`config.mk`:
```
export PLATFORM = sky130hd
export DESIGN_NAME = spi_ram_sequencer_flat
export DESIGN_NICKNAME = d
export VERILOG_FILES = /design/src/rtl/spi_ram_sequencer_if.sv /design/src/rtl/spi_ram_sequencer.sv /design/src/flat_wrapper.sv
export SDC_FILE = /design/constraint.sdc
export NUM_CORES = 1
export LEC_CHECK = 0
export ABC_CLOCK_PERIOD_IN_PS = 4300
export CORE_MARGIN = 4
export CORE_UTILIZATION = 52
export DETAILED_ROUTE_END_ITERATION = 10
export PLACE_DENSITY_LB_ADDON = 0.2
export SYNTH_ARGS = -nofsm -noshare
export SYNTH_HDL_FRONTEND = slang
export SYNTH_SLANG_ARGS = --single-unit
```
`constraint.sdc`:
```
create_clock -name clk -period 4.3 [get_ports clk]
set_input_delay 0.43 -clock clk [delete_from_list [all_inputs] [get_ports clk]]
set_output_delay 0.43 -clock clk [all_outputs]
set_load 0.01 [all_outputs]
```
`src/rtl/spi_ram_sequencer_if.sv`:
```
// Bundle of the SPI word stream, the auxiliary requester port and the RAM port.
// The master modport is the sequencer's view; the slave modport is the surrounding system.
interface spi_ram_sequencer_if #(
  parameter int ADDR_W = 8,
  parameter int DATA_W = 8
);
  logic [9:0]        rx_data;
  logic              rx_valid;
  logic [DATA_W-1:0] tx_data;
  logic              tx_valid;

  logic              aux_req;
  logic              aux_we;
  logic [ADDR_W-1:0] aux_addr;
  logic [DATA_W-1:0] aux_wdata;
  logic              aux_gnt;
  logic [DATA_W-1:0] aux_rdata;
  logic              aux_rvalid;

  logic              ram_en;
  logic              ram_we;
  logic [ADDR_W-1:0] ram_addr;
  logic [DATA_W-1:0] ram_wdata;
  logic [DATA_W-1:0] ram_rdata;

  modport master (
    input  rx_data, rx_valid, aux_req, aux_we, aux_addr, aux_wdata, ram_rdata,
    output tx_data, tx_valid, aux_gnt, aux_rdata, aux_rvalid,
           ram_en, ram_we, ram_addr, ram_wdata
  );

  modport slave (
    output rx_data, rx_valid, aux_req, aux_we, aux_addr, aux_wdata, ram_rdata,
    input  tx_data, tx_valid, aux_gnt, aux_rdata, aux_rvalid,
           ram_en, ram_we, ram_addr, ram_wdata
  );
endinterface

```
`src/rtl/spi_ram_sequencer.sv`:
```
// Decodes SPI command words into RAM accesses and arbitrates the single RAM port
// between SPI traffic (priority, with a one-deep pending slot) and an auxiliary requester.
module spi_ram_sequencer #(
  parameter int ADDR_W     = 8,
  parameter int DATA_W     = 8,
  parameter int RD_LATENCY = 1
) (
  input  logic                 clk,
  input  logic                 rst,
  spi_ram_sequencer_if.master  bus,
  output logic                 busy,
  output logic                 err_seq
);
  typedef enum logic [1:0] {IDLE, SPI_RD, AUX_RD} state_t;

  localparam logic [1:0] LAT_LAST = 2'(RD_LATENCY - 1);

  state_t            state_reg, state_next;
  logic [1:0]        lat_cnt_reg, lat_cnt_next;
  logic [ADDR_W-1:0] wr_addr_reg, wr_addr_next;
  logic [ADDR_W-1:0] rd_addr_reg, rd_addr_next;
  logic              wr_addr_ok_reg, wr_addr_ok_next;
  logic              rd_addr_ok_reg, rd_addr_ok_next;
  logic              pend_valid_reg, pend_valid_next;
  logic [9:0]        pend_data_reg, pend_data_next;
  logic [DATA_W-1:0] tx_data_reg, tx_data_next;
  logic              tx_valid_reg, tx_valid_next;
  logic [DATA_W-1:0] aux_rdata_reg, aux_rdata_next;
  logic              aux_rvalid_reg, aux_rvalid_next;

  logic              spi_issue;
  logic [9:0]        spi_word;
  logic              ram_en_c, ram_we_c, aux_gnt_c, err_c;
  logic [ADDR_W-1:0] ram_addr_c;
  logic [DATA_W-1:0] ram_wdata_c;

  always_ff @(posedge clk) begin
    if (rst) begin
      state_reg      <= IDLE;
      lat_cnt_reg    <= '0;
      wr_addr_reg    <= '0;
      rd_addr_reg    <= '0;
      wr_addr_ok_reg <= 1'b0;
      rd_addr_ok_reg <= 1'b0;
      pend_valid_reg <= 1'b0;
      pend_data_reg  <= '0;
      tx_data_reg    <= '0;
      tx_valid_reg   <= 1'b0;
      aux_rdata_reg  <= '0;
      aux_rvalid_reg <= 1'b0;
    end else begin
      state_reg      <= state_next;
      lat_cnt_reg    <= lat_cnt_next;
      wr_addr_reg    <= wr_addr_next;
      rd_addr_reg    <= rd_addr_next;
      wr_addr_ok_reg <= wr_addr_ok_next;
      rd_addr_ok_reg <= rd_addr_ok_next;
      pend_valid_reg <= pend_valid_next;
      pend_data_reg  <= pend_data_next;
      tx_data_reg    <= tx_data_next;
      tx_valid_reg   <= tx_valid_next;
      aux_rdata_reg  <= aux_rdata_next;
      aux_rvalid_reg <= aux_rvalid_next;
    end
  end

  always_comb begin
    state_next      = state_reg;
    lat_cnt_next    = lat_cnt_reg;
    wr_addr_next    = wr_addr_reg;
    rd_addr_next    = rd_addr_reg;
    wr_addr_ok_next = wr_addr_ok_reg;
    rd_addr_ok_next = rd_addr_ok_reg;
    pend_valid_next = pend_valid_reg;
    pend_data_next  = pend_data_reg;
    tx_data_next    = tx_data_reg;
    tx_valid_next   = 1'b0;
    aux_rdata_next  = aux_rdata_reg;
    aux_rvalid_next = 1'b0;
    spi_issue       = 1'b0;
    spi_word        = pend_data_reg;
    ram_en_c        = 1'b0;
    ram_we_c        = 1'b0;
    ram_addr_c      = '0;
    ram_wdata_c     = '0;
    aux_gnt_c       = 1'b0;
    err_c           = 1'b0;

    // Nothing reaches the RAM or the strobes while reset is held.
    if (!rst) begin
      case (state_reg)
        IDLE: begin
          if (pend_valid_reg) begin
            // The slot frees as it issues, so a word arriving now takes its place.
            spi_issue       = 1'b1;
            spi_word        = pend_data_reg;
            pend_valid_next = bus.rx_valid;
            if (bus.rx_valid) pend_data_next = bus.rx_data;
          end else if (bus.rx_valid) begin
            spi_issue = 1'b1;
            spi_word  = bus.rx_data;
          end else if (bus.aux_req) begin
            aux_gnt_c  = 1'b1;
            ram_en_c   = 1'b1;
            ram_we_c   = bus.aux_we;
            ram_addr_c = bus.aux_addr;
            if (bus.aux_we) begin
              ram_wdata_c = bus.aux_wdata;
            end else begin
              state_next   = AUX_RD;
              lat_cnt_next = '0;
            end
          end
        end
        default: begin
          if (bus.rx_valid) begin
            if (pend_valid_reg) begin
              err_c = 1'b1;
            end else begin
              pend_valid_next = 1'b1;
              pend_data_next  = bus.rx_data;
            end
          end
          if (lat_cnt_reg == LAT_LAST) begin
            state_next = IDLE;
            if (state_reg == SPI_RD) begin
              tx_data_next  = bus.ram_rdata;
              tx_valid_next = 1'b1;
            end else begin
              aux_rdata_next  = bus.ram_rdata;
              aux_rvalid_next = 1'b1;
            end
          end else begin
            lat_cnt_next = lat_cnt_reg + 2'd1;
          end
        end
      endcase

      if (spi_issue) begin
        case (spi_word[9:8])
          2'b00: begin
            wr_addr_next    = ADDR_W'(spi_word[7:0]);
            wr_addr_ok_next = 1'b1;
          end
          2'b01: begin
            if (wr_addr_ok_reg) begin
              ram_en_c     = 1'b1;
              ram_we_c     = 1'b1;
              ram_addr_c   = wr_addr_reg;
              ram_wdata_c  = DATA_W'(spi_word[7:0]);
              wr_addr_next = wr_addr_reg + 1'b1;
            end else begin
              err_c = 1'b1;
            end
          end
          2'b10: begin
            rd_addr_next    = ADDR_W'(spi_word[7:0]);
            rd_addr_ok_next = 1'b1;
          end
          default: begin
            if (rd_addr_ok_reg) begin
              ram_en_c        = 1'b1;
              ram_addr_c      = rd_addr_reg;
              rd_addr_ok_next = 1'b0;
              state_next      = SPI_RD;
              lat_cnt_next    = '0;
            end else begin
              err_c = 1'b1;
            end
          end
        endcase
      end
    end
  end

  assign bus.ram_en     = ram_en_c;
  assign bus.ram_we     = ram_we_c;
  assign bus.ram_addr   = ram_addr_c;
  assign bus.ram_wdata  = ram_wdata_c;
  assign bus.aux_gnt    = aux_gnt_c;
  assign bus.tx_data    = tx_data_reg;
  assign bus.tx_valid   = tx_valid_reg;
  assign bus.aux_rdata  = aux_rdata_reg;
  assign bus.aux_rvalid = aux_rvalid_reg;
  assign err_seq        = err_c;
  assign busy           = (state_reg != IDLE) || pend_valid_reg;
endmodule
```
`src/flat_wrapper.sv`:
```
// flat-port wrapper written by rule: the top's interface ports become plain ports
module spi_ram_sequencer_flat 
#(
  parameter int ADDR_W     = 8,
  parameter int DATA_W     = 8,
  parameter int RD_LATENCY = 1
)
  (clk, rst, busy, err_seq, bus_rx_data, bus_rx_valid, bus_aux_req, bus_aux_we, bus_aux_addr, bus_aux_wdata, bus_ram_rdata, bus_tx_data, bus_tx_valid, bus_aux_gnt, bus_aux_rdata, bus_aux_rvalid, bus_ram_en, bus_ram_we, bus_ram_addr, bus_ram_wdata);
  spi_ram_sequencer_if #(.ADDR_W(ADDR_W), .DATA_W(DATA_W)) bus_i ();
  input  logic clk;
  input  logic rst;
  output logic busy;
  output logic err_seq;
  input wire logic [$bits(bus_i.rx_data)-1:0] bus_rx_data;
  input wire logic [$bits(bus_i.rx_valid)-1:0] bus_rx_valid;
  input wire logic [$bits(bus_i.aux_req)-1:0] bus_aux_req;
  input wire logic [$bits(bus_i.aux_we)-1:0] bus_aux_we;
  input wire logic [$bits(bus_i.aux_addr)-1:0] bus_aux_addr;
  input wire logic [$bits(bus_i.aux_wdata)-1:0] bus_aux_wdata;
  input wire logic [$bits(bus_i.ram_rdata)-1:0] bus_ram_rdata;
  output wire logic [$bits(bus_i.tx_data)-1:0] bus_tx_data;
  output wire logic [$bits(bus_i.tx_valid)-1:0] bus_tx_valid;
  output wire logic [$bits(bus_i.aux_gnt)-1:0] bus_aux_gnt;
  output wire logic [$bits(bus_i.aux_rdata)-1:0] bus_aux_rdata;
  output wire logic [$bits(bus_i.aux_rvalid)-1:0] bus_aux_rvalid;
  output wire logic [$bits(bus_i.ram_en)-1:0] bus_ram_en;
  output wire logic [$bits(bus_i.ram_we)-1:0] bus_ram_we;
  output wire logic [$bits(bus_i.ram_addr)-1:0] bus_ram_addr;
  output wire logic [$bits(bus_i.ram_wdata)-1:0] bus_ram_wdata;
  assign bus_i.rx_data = bus_rx_data;
  assign bus_i.rx_valid = bus_rx_valid;
  assign bus_i.aux_req = bus_aux_req;
  assign bus_i.aux_we = bus_aux_we;
  assign bus_i.aux_addr = bus_aux_addr;
  assign bus_i.aux_wdata = bus_aux_wdata;
  assign bus_i.ram_rdata = bus_ram_rdata;
  assign bus_tx_data = bus_i.tx_data;
  assign bus_tx_valid = bus_i.tx_valid;
  assign bus_aux_gnt = bus_i.aux_gnt;
  assign bus_aux_rdata = bus_i.aux_rdata;
  assign bus_aux_rvalid = bus_i.aux_rvalid;
  assign bus_ram_en = bus_i.ram_en;
  assign bus_ram_we = bus_i.ram_we;
  assign bus_ram_addr = bus_i.ram_addr;
  assign bus_ram_wdata = bus_i.ram_wdata;
  spi_ram_sequencer #(.ADDR_W(ADDR_W), .DATA_W(DATA_W), .RD_LATENCY(RD_LATENCY)) u_core (.clk(clk), .rst(rst), .bus(bus_i), .busy(busy), .err_seq(err_seq));
endmodule
```
==> flow_metrics.tcl <==
# place-and-route summary
set metrics [dict create \
    synth_warnings 0 \
    cts_buffers 5 \
    avgSynthCellArea_um2 8.272 \
    crit_path_start "bus_rx_valid" \
    grt_pass1_vias 2627 \
    vdd_ir_drop_max_mv 0.1866 \
    synth_seq_share 0.3662 \
    ff_count 51 \
    drv_cap 0 \
    required_ns 3.87 \
    hpwlAfterDp_um 5588 \
    crit_end "err_seq" \
    min_to "u_core.bus.aux_rdata[2]" \
    well_tap_count 70 \
    cp_top_family "buffers and inverters" \
    critical_path_peak_fanout 11 \
    row_count 26 \
    die-width_um 81.22 \
    vias_per_cell 5.817 \
    die_y_um 81.22 \
    ctsResizeCount 0 \
    rsz0062_at_grt "false" \
    worstPathArrival_ns 2.98 \
    r2r-start "u_core.pend_valid_reg" \
    fmax_mhz 293.5 \
    tns_ns 0 \
    nClkBuffers 5 \
    p_per_area_mw_per_mm2 290.6 \
    slowest_delay_ns 0.66 \
    post_cts_buffers 0 \
    ys_area_mm2 0.002788 \
    holdPathStages 2 \
    n_all_inverters 15 \
    worst_skew_pair.late_latency_ns 0.31 \
    final-seq-area_mm2 0.001021 \
    ys_sh_simple 0.2397 \
    initial_core_util 0.5424 \
    worstHoldPathType "flip-flop to flip-flop" \
    root_buffer "clkbuf_8" \
    drt-initial-drc-count 173 \
    top_logic_kind "simple AND/OR/NAND/NOR gates" \
    antenna_found_initial 0 \
    postLayoutCellArea_mm2 0.003730 \
    holdWs_ns 0.4635 \
    drive_above_1_share 0.08621 \
    ys_ff 51 \
    portBuffers 77 \
    gp_congestion 0.8499 \
    period_needed_ns 3.407 \
    antenna_left 0 \
    status "finished, final reports clean" \
    clockBufferDepth 2 \
    dp_slack_ns 0.9314 \
    hold_buffers 0 \
    overflow 0 \
    timing.rr.end "u_core.wr_addr_reg[0]" \
    path_cells "clkdlybuf4s50_1 -> nor4b_4 -> mux2_2 -> a31o_2 -> a21oi_1 -> clkdlybuf4s50_1" \
    power_leakage_nw 1.352 \
    worst_r2r_path_depth 5 \
    cp-start-kind "primary input" \
    grt_pass1_wl_um 12480 \
    ys_cells 337 \
    core-area_mm2 0.005140 \
    setup.worst_path.class "primary input to output pin" \
    post-route-period-util 0.7924 \
    synthDistinctLibCells 45 \
    tool_warnings 27 \
    drc_errors 0 \
    top_area_cell_class "combinational gates" \
    cp_num_cells 6 \
    flop_cell "dfxtp_1" \
    synth.cell_area_mm2 0.002788 \
    placed_area_mm2 0.003593 \
    finalHoldViolCount 0 \
    syn-num-nets 380 \
    logic_area_mm2 0.001610 \
    ys_sh_xor 0 \
    layout.nonclk_buf_frac 0.2194 \
    n_antenna_cell 0 \
    clock_cell_area_share 0.03656 \
    largest_reg_flops 10 \
    regToRegSetupSlack_ns 1.98 \
    synthAoiAreaFrac 0.2033 \
    slew_violations 0 \
    nNetsFinal 448 \
    async_flop_share 0 \
    grt_max_degree 42 \
    signal_buffers 84 \
    logic_gate_count 248 \
    finalClockSkew_ns 0.005050 \
    hold_path_startpoint "u_core.bus.aux_rdata[2]" \
    edf_count 0 \
    tightest_slew_ns 0.7541 \
    netlist_instances 337 \
    synthMuxAreaShare 0.1167 \
    final_cell_mix "clkdlybuf4s50_1, dfxtp_1, nand2_1, a21oi_1, nor2_1" \
    area_growth_pct 33.80 \
    tritoncts "built" \
    nFillCells 440 \
    numClockSinks 51 \
    place_inst 468 \
    cts.reportedPaths.clkPinSlew_ns 0.10 \
    cp_common_cell "clkdlybuf4s50_1" \
    crit_path_top_delay_cell "clkdlybuf4s50_1" \
    seq_share 0.2737 \
    critical_path.endpoint_type "output pin" \
    firstDrtPassIters 4 \
    setup_violations 0 \
    fa_ha_area_frac 0.01795 \
    dieArea_mm2 0.006597 \
    finalPower_w 0.001084 \
    htree_num_levels 2 \
    slew_headroom 0.4939 \
    finalWorstSetupSlack_ns 0.8926 \
    cp_num_buf_inv 2 \
    io_pins 78 \
]
per-layer routing:
layer,GRT usage,part of all wire,up-vias
met4,0.06588,0.010,0
met5,0,0,-
met2,0.4163,0.50,98
met1,0.3070,0.43,1311
met3,0.03880,0.063,8
li1,-,-,1352
cell usage after synthesis, types with 2 or more instances:
| library cell | count | share of area |
|---|---|---|
| buf_2 | 5 | 0.0090 |
| nor3_1 | 17 | 0.031 |
| nor2_1 | 26 | 0.035 |
| o21ai_1 | 2 | 0.0036 |
| nor2b_1 | 6 | 0.013 |
| dfxtp_1 | 51 | 0.37 |
| a221o_1 | 8 | 0.029 |
| nand3b_1 | 3 | 0.0081 |
| nor4b_4 | 2 | 0.017 |
| nand2_1 | 38 | 0.051 |
| o32ai_1 | 5 | 0.016 |
| mux2i_1 | 19 | 0.068 |
| inv_1 | 14 | 0.019 |
| buf_1 | 6 | 0.0081 |
| a221oi_1 | 5 | 0.016 |
| clkbuf_1 | 11 | 0.015 |
| nand4_1 | 2 | 0.0045 |
| or2_2 | 3 | 0.0067 |
| ha_1 | 4 | 0.018 |
| a21oi_1 | 38 | 0.068 |
| and2_1 | 8 | 0.018 |
| a32oi_1 | 10 | 0.031 |
| o21a_1 | 2 | 0.0054 |
| mux2_2 | 12 | 0.048 |
| nand3_1 | 14 | 0.025 |
| o21ai_0 | 3 | 0.0054 |
| nand2b_1 | 5 | 0.011 |
where the power goes:
part | total, W | internal (W) | switching (W)
logic | 0.000181 | 0.0000906 | 0.0000902
registers | 0.000500 | 0.000486 | 0.0000140
clock network | 0.000403 | 0.000232 | 0.000170
total | 0.00108 | 0.000809 | 0.000275
Fig. 1: signal wires by layer
Drawn at 4 px/µm. Two of the layers only.
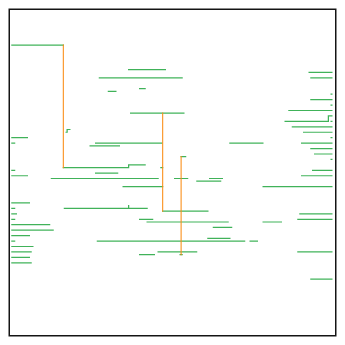
Key: M3 = green [wire length 489 µm]; M4 = orange [wire length 79.6 µm]
WL/cell: 16.30 µm
Global Route Usage Sum: 0.2399
via count: 2,769
Routed Wire Length: 7759 µm

Fig. 2: close-up of the layout
Window x 26 to 56, y 42 to 72 µm. Cells in grey, sequential cells in the stronger grey; small squares are vias.
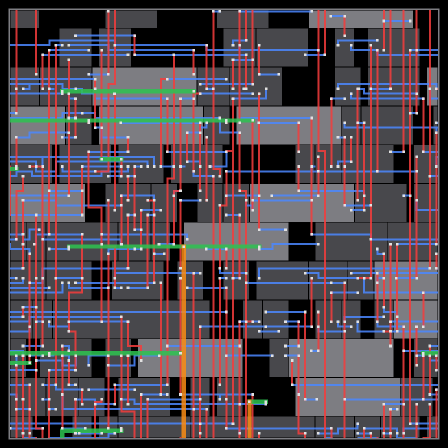
Key: M4 = orange; M1 = blue; M2 = red; M3 = green
Sequential cells in the window: 11. Most frequent: dfxtp_1 (11), a21oi_1 (10), clkdlybuf4s50_1 (7). Netlist names of flops here include u_core.bus.aux_rdata (3), u_core.rd_addr_reg (3), u_core.wr_addr_reg (3). 81 logic cells have their middle in the window.

Fig. 3: routing congestion map
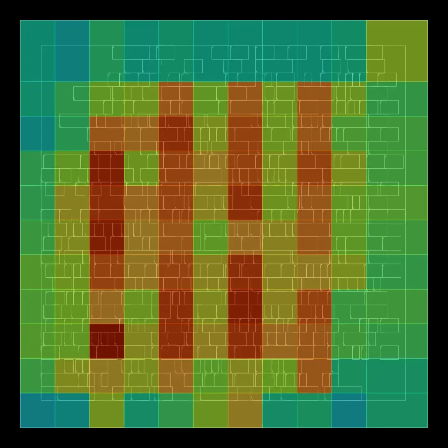
GR Util met1: 0.3070
final core utilization: 0.7257

Fig. 4: the metal 1 layer
Drawn at 4 px/µm. Supply wires on this layer in grey.
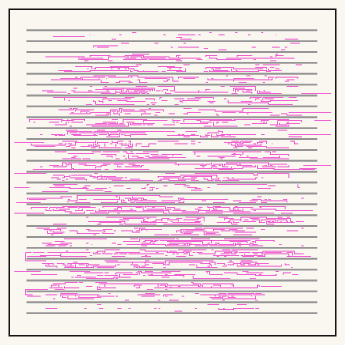
The layer carries 3,310 µm of wire. The longest straight run is 27.1 µm. The layer holds 43% of the routed length.

Fig. 5: logic cells by family
Drawn at 6 px/µm.
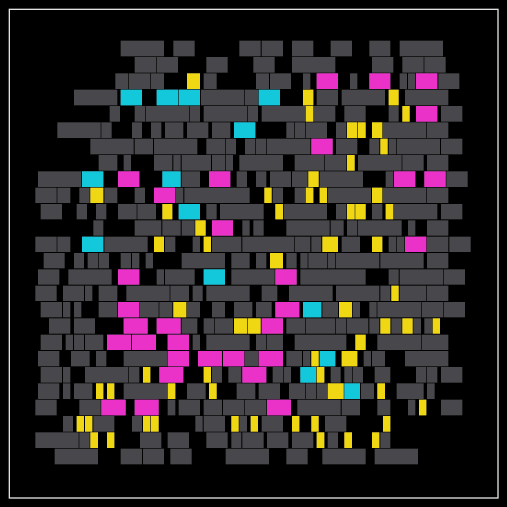
Key: nand cells = yellow [cells 62, most used nand2_1]; non-inverting ao/oa cells = cyan [cells 14, most used a221o_1]; mux cells = magenta [cells 31, most used mux2i_1]
highest-count logic cell in the final layout: clkdlybuf4s50_1
Final Non-Filler Cells: 476
Comb/total area: 0.4317

Power and IR drop assume default switching activity.
